## src/rtl/fifo_pkg.sv

```systemverilog
// Shared FIFO definitions: read-mode constants, address-width derivation and
// the pointer occupancy helper used by both the synchronous and asynchronous FIFOs.
package fifo_pkg;

   localparam int FWFT_STD  = 0;   // registered read, rd_valid pulses per pop
   localparam int FWFT_FALL = 1;   // head word presented continuously

   function automatic int addr_bits(input int depth);
      return $clog2(depth);
   endfunction

   // Occupancy from wrap-bit binary pointers: difference modulo 2^(addr_w+1).
   // Carried at 32 bits so one helper serves every FIFO size; callers narrow it.
   function automatic logic [31:0] ptr_occupancy(input logic [31:0] wr_ptr,
                                                 input logic [31:0] rd_ptr,
                                                 input int          addr_w);
      logic [31:0] mask;
      mask = (32'd1 << (addr_w + 1)) - 32'd1;
      return (wr_ptr - rd_ptr) & mask;
   endfunction

endpackage

```

## src/rtl/sync_fifo_mem.sv

```systemverilog
// FIFO storage: one synchronous write port, one combinational read port.
// Contents are deliberately not reset.
module sync_fifo_mem
   import fifo_pkg::*;
#(
   parameter int DATASIZE = 8,
   parameter int DEPTH    = 16,
   localparam int ADDRSIZE = addr_bits(DEPTH)
) (
   input  logic                clk,
   input  logic                wr_en,
   input  logic [ADDRSIZE-1:0] wr_addr,
   input  logic [DATASIZE-1:0] wr_data,
   input  logic [ADDRSIZE-1:0] rd_addr,
   output logic [DATASIZE-1:0] rd_data
);

   logic [DATASIZE-1:0] mem [DEPTH];

   // store the incoming word on an accepted write
   always_ff @(posedge clk) begin
      if (wr_en) begin
         mem[wr_addr] <= wr_data;
      end
   end

   assign rd_data = mem[rd_addr];

endmodule

```

## src/rtl/param_sync_fifo.sv

```systemverilog
// Parameterised single-clock FIFO: pointer/flag control plus a selectable
// registered or first-word-fall-through read port.
module param_sync_fifo
   import fifo_pkg::*;
#(
   parameter int DATASIZE   = 8,
   parameter int DEPTH      = 16,
   parameter int AFULL_LVL  = DEPTH - 2,
   parameter int AEMPTY_LVL = 2,
   parameter int FWFT       = FWFT_STD,
   localparam int ADDRSIZE  = addr_bits(DEPTH)
) (
   input  logic                clk,
   input  logic                rst,
   input  logic                wr_en,
   input  logic [DATASIZE-1:0] wr_data,
   input  logic                rd_en,
   output logic [DATASIZE-1:0] rd_data,
   output logic                rd_valid,
   output logic                o_fifo_full,
   output logic                o_fifo_empty,
   output logic                o_almost_full,
   output logic                o_almost_empty,
   output logic [ADDRSIZE:0]   o_count,
   output logic                o_overflow,
   output logic                o_underflow
);

   logic [ADDRSIZE:0]   wr_ptr;
   logic [ADDRSIZE:0]   rd_ptr;
   logic [ADDRSIZE:0]   wr_ptr_n;
   logic [ADDRSIZE:0]   rd_ptr_n;
   logic [ADDRSIZE:0]   count_n;
   logic                wr_accept;
   logic                rd_accept;
   logic [DATASIZE-1:0] mem_rd_data;

   // accept decisions and next pointer/occupancy values
   always_comb begin
      wr_accept = wr_en && !o_fifo_full;
      rd_accept = rd_en && !o_fifo_empty;
      wr_ptr_n  = wr_ptr + {{ADDRSIZE{1'b0}}, wr_accept};
      rd_ptr_n  = rd_ptr + {{ADDRSIZE{1'b0}}, rd_accept};
      count_n   = (ADDRSIZE+1)'(ptr_occupancy(32'(wr_ptr_n), 32'(rd_ptr_n), ADDRSIZE));
   end

   // pointers, occupancy and every flag move together on one edge
   always_ff @(posedge clk) begin
      if (rst) begin
         wr_ptr         <= '0;
         rd_ptr         <= '0;
         o_count        <= '0;
         o_fifo_full    <= 1'b0;
         o_fifo_empty   <= 1'b1;
         o_almost_full  <= 1'b0;
         o_almost_empty <= 1'b1;
         o_overflow     <= 1'b0;
         o_underflow    <= 1'b0;
      end else begin
         wr_ptr         <= wr_ptr_n;
         rd_ptr         <= rd_ptr_n;
         o_count        <= count_n;
         o_fifo_full    <= (32'(count_n) == DEPTH);
         o_fifo_empty   <= (count_n == '0);
         o_almost_full  <= (32'(count_n) >= AFULL_LVL);
         o_almost_empty <= (32'(count_n) <= AEMPTY_LVL);
         if (wr_en && !wr_accept) o_overflow  <= 1'b1;
         if (rd_en && !rd_accept) o_underflow <= 1'b1;
      end
   end

   // a write arriving with reset must not land in the array
   sync_fifo_mem #(
      .DATASIZE (DATASIZE),
      .DEPTH    (DEPTH)
   ) u_mem (
      .clk     (clk),
      .wr_en   (wr_accept && !rst),
      .wr_addr (wr_ptr[ADDRSIZE-1:0]),
      .wr_data (wr_data),
      .rd_addr (rd_ptr[ADDRSIZE-1:0]),
      .rd_data (mem_rd_data)
   );

   if (FWFT == FWFT_FALL) begin : g_fwft
      // head word shown directly; forced to zero while empty so the
      // unreset array never leaks onto rd_data
      assign rd_data  = o_fifo_empty ? '0 : mem_rd_data;
      assign rd_valid = !o_fifo_empty;
   end else begin : g_std
      // capture the popped word; rd_valid marks the cycle after each pop
      always_ff @(posedge clk) begin
         if (rst) begin
            rd_data  <= '0;
            rd_valid <= 1'b0;
         end else begin
            rd_valid <= rd_accept;
            if (rd_accept) rd_data <= mem_rd_data;
         end
      end
   end

endmodule

```

## config.mk

```make
export PLATFORM = sky130hd
export DESIGN_NAME = param_sync_fifo
export DESIGN_NICKNAME = d
export VERILOG_FILES = /design/src/rtl/fifo_pkg.sv /design/src/rtl/sync_fifo_mem.sv /design/src/rtl/param_sync_fifo.sv
export SDC_FILE = /design/constraint.sdc
export NUM_CORES = 1
export LEC_CHECK = 0
export ABC_AREA = 0
export CELL_PAD_IN_SITES_DETAIL_PLACEMENT = 2
export CELL_PAD_IN_SITES_GLOBAL_PLACEMENT = 2
export CORE_ASPECT_RATIO = 1.1
export CORE_MARGIN = 2
export CORE_UTILIZATION = 25
export DETAILED_ROUTE_END_ITERATION = 6
export GPL_ROUTABILITY_DRIVEN = 0
export MAX_ROUTING_LAYER = met4
export PLACE_DENSITY = 0.58
export SYNTH_ARGS = -nofsm -noshare
export SYNTH_HDL_FRONTEND = slang
export SYNTH_SLANG_ARGS = --single-unit
```

## constraint.sdc

```tcl
create_clock -name clk -period 2.5 [get_ports clk]
set_input_delay 0.375 -clock clk [delete_from_list [all_inputs] [get_ports clk]]
set_output_delay 0.375 -clock clk [all_outputs]
set_load 0.1 [all_outputs]
```

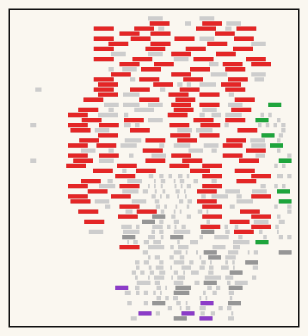
*Sequential cells grouped by signal name*
Other sequential cells in the stronger gray, the rest of the logic in the fainter gray.
rd_data -> green  # flops 8, where right middle
o_count -> purple  # flops 5
u_mem.mem -> red  # flops 128
post-layout util: 31.9%
Reg area: 4450 µm²

==> results.yml <==
# synthesis and place-and-route metrics
status:
  outcome: "completed"
global_route:
  grt_pass1_wl_um: 23200
  antenna_found_initial: 0
  grt_max_degree: 33
  top_usage_layer: "met2"
  grt_usage_pct: 12.7
critical_path:
  path_cells: "clkdlybuf4s50_1, nor2b_2, ha_2, buf_4, ha_1, xor2_2, buf_4, a31oi_2, o31ai_4, xnor2_2, buf_4, nor4b_2"
  cp_slowest_stage_delay_ns: 0.42
  cp_max_fo: 7
  reg2reg_to: "o_fifo_full"
  path_buffers: 4
placed_design:
  dpl.hpwl_um: 9700
  dpl_cell_area_um2: 7110
detailed_routing:
  wl_met1_um: 6610
  wl_met3_um: 278
  dr.first_iter.drc_count: 172
  final_antenna_net_count: 0
  routedWlPerCell_um: 20.3
yosys:
  mux_area_share_pct: 11.6
  yosys_warnings: 0
  ys.flop_type: "edfxtp_1"
  ys_sh_aoi_pct: 5.40
  ys_area_um2: 6190
  syn-instance-count: 342
  syn-num-nets: 362
  topCombFamilyByArea: "multiplexers"
finish:
  nMultiInputCombCells: 160
  comb-cell-share_pct: 21.8
  largest_reg_flops: 128
  top_area_cell_class: "sequential cells"
floorplanning:
  die-area_um2: 26000
  die_h_um: 169
clocking:
  clock_path_buffers: 2
  postCtsHoldBufs: 0
  cts_root_buffer: "clkbuf_16"
  clkLatencyLatePin_ns: 0.42
final_timing:
  finClkSkew_ns: 0.00900
  min_period_ns: 2.36
power_and_ir_drop:
  power_leader: "sequential cells"
  powerClk_w: 0.00268
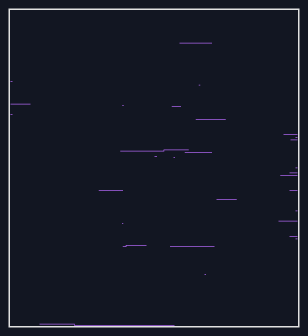
*M3 wires*
main direction = horizontal
longest straight run = 53.4 µm
wire length on this layer = 279 µm
share of all routed wire = 1.9%
met3 Use GR: 2.53%
vias post-DR: 3316

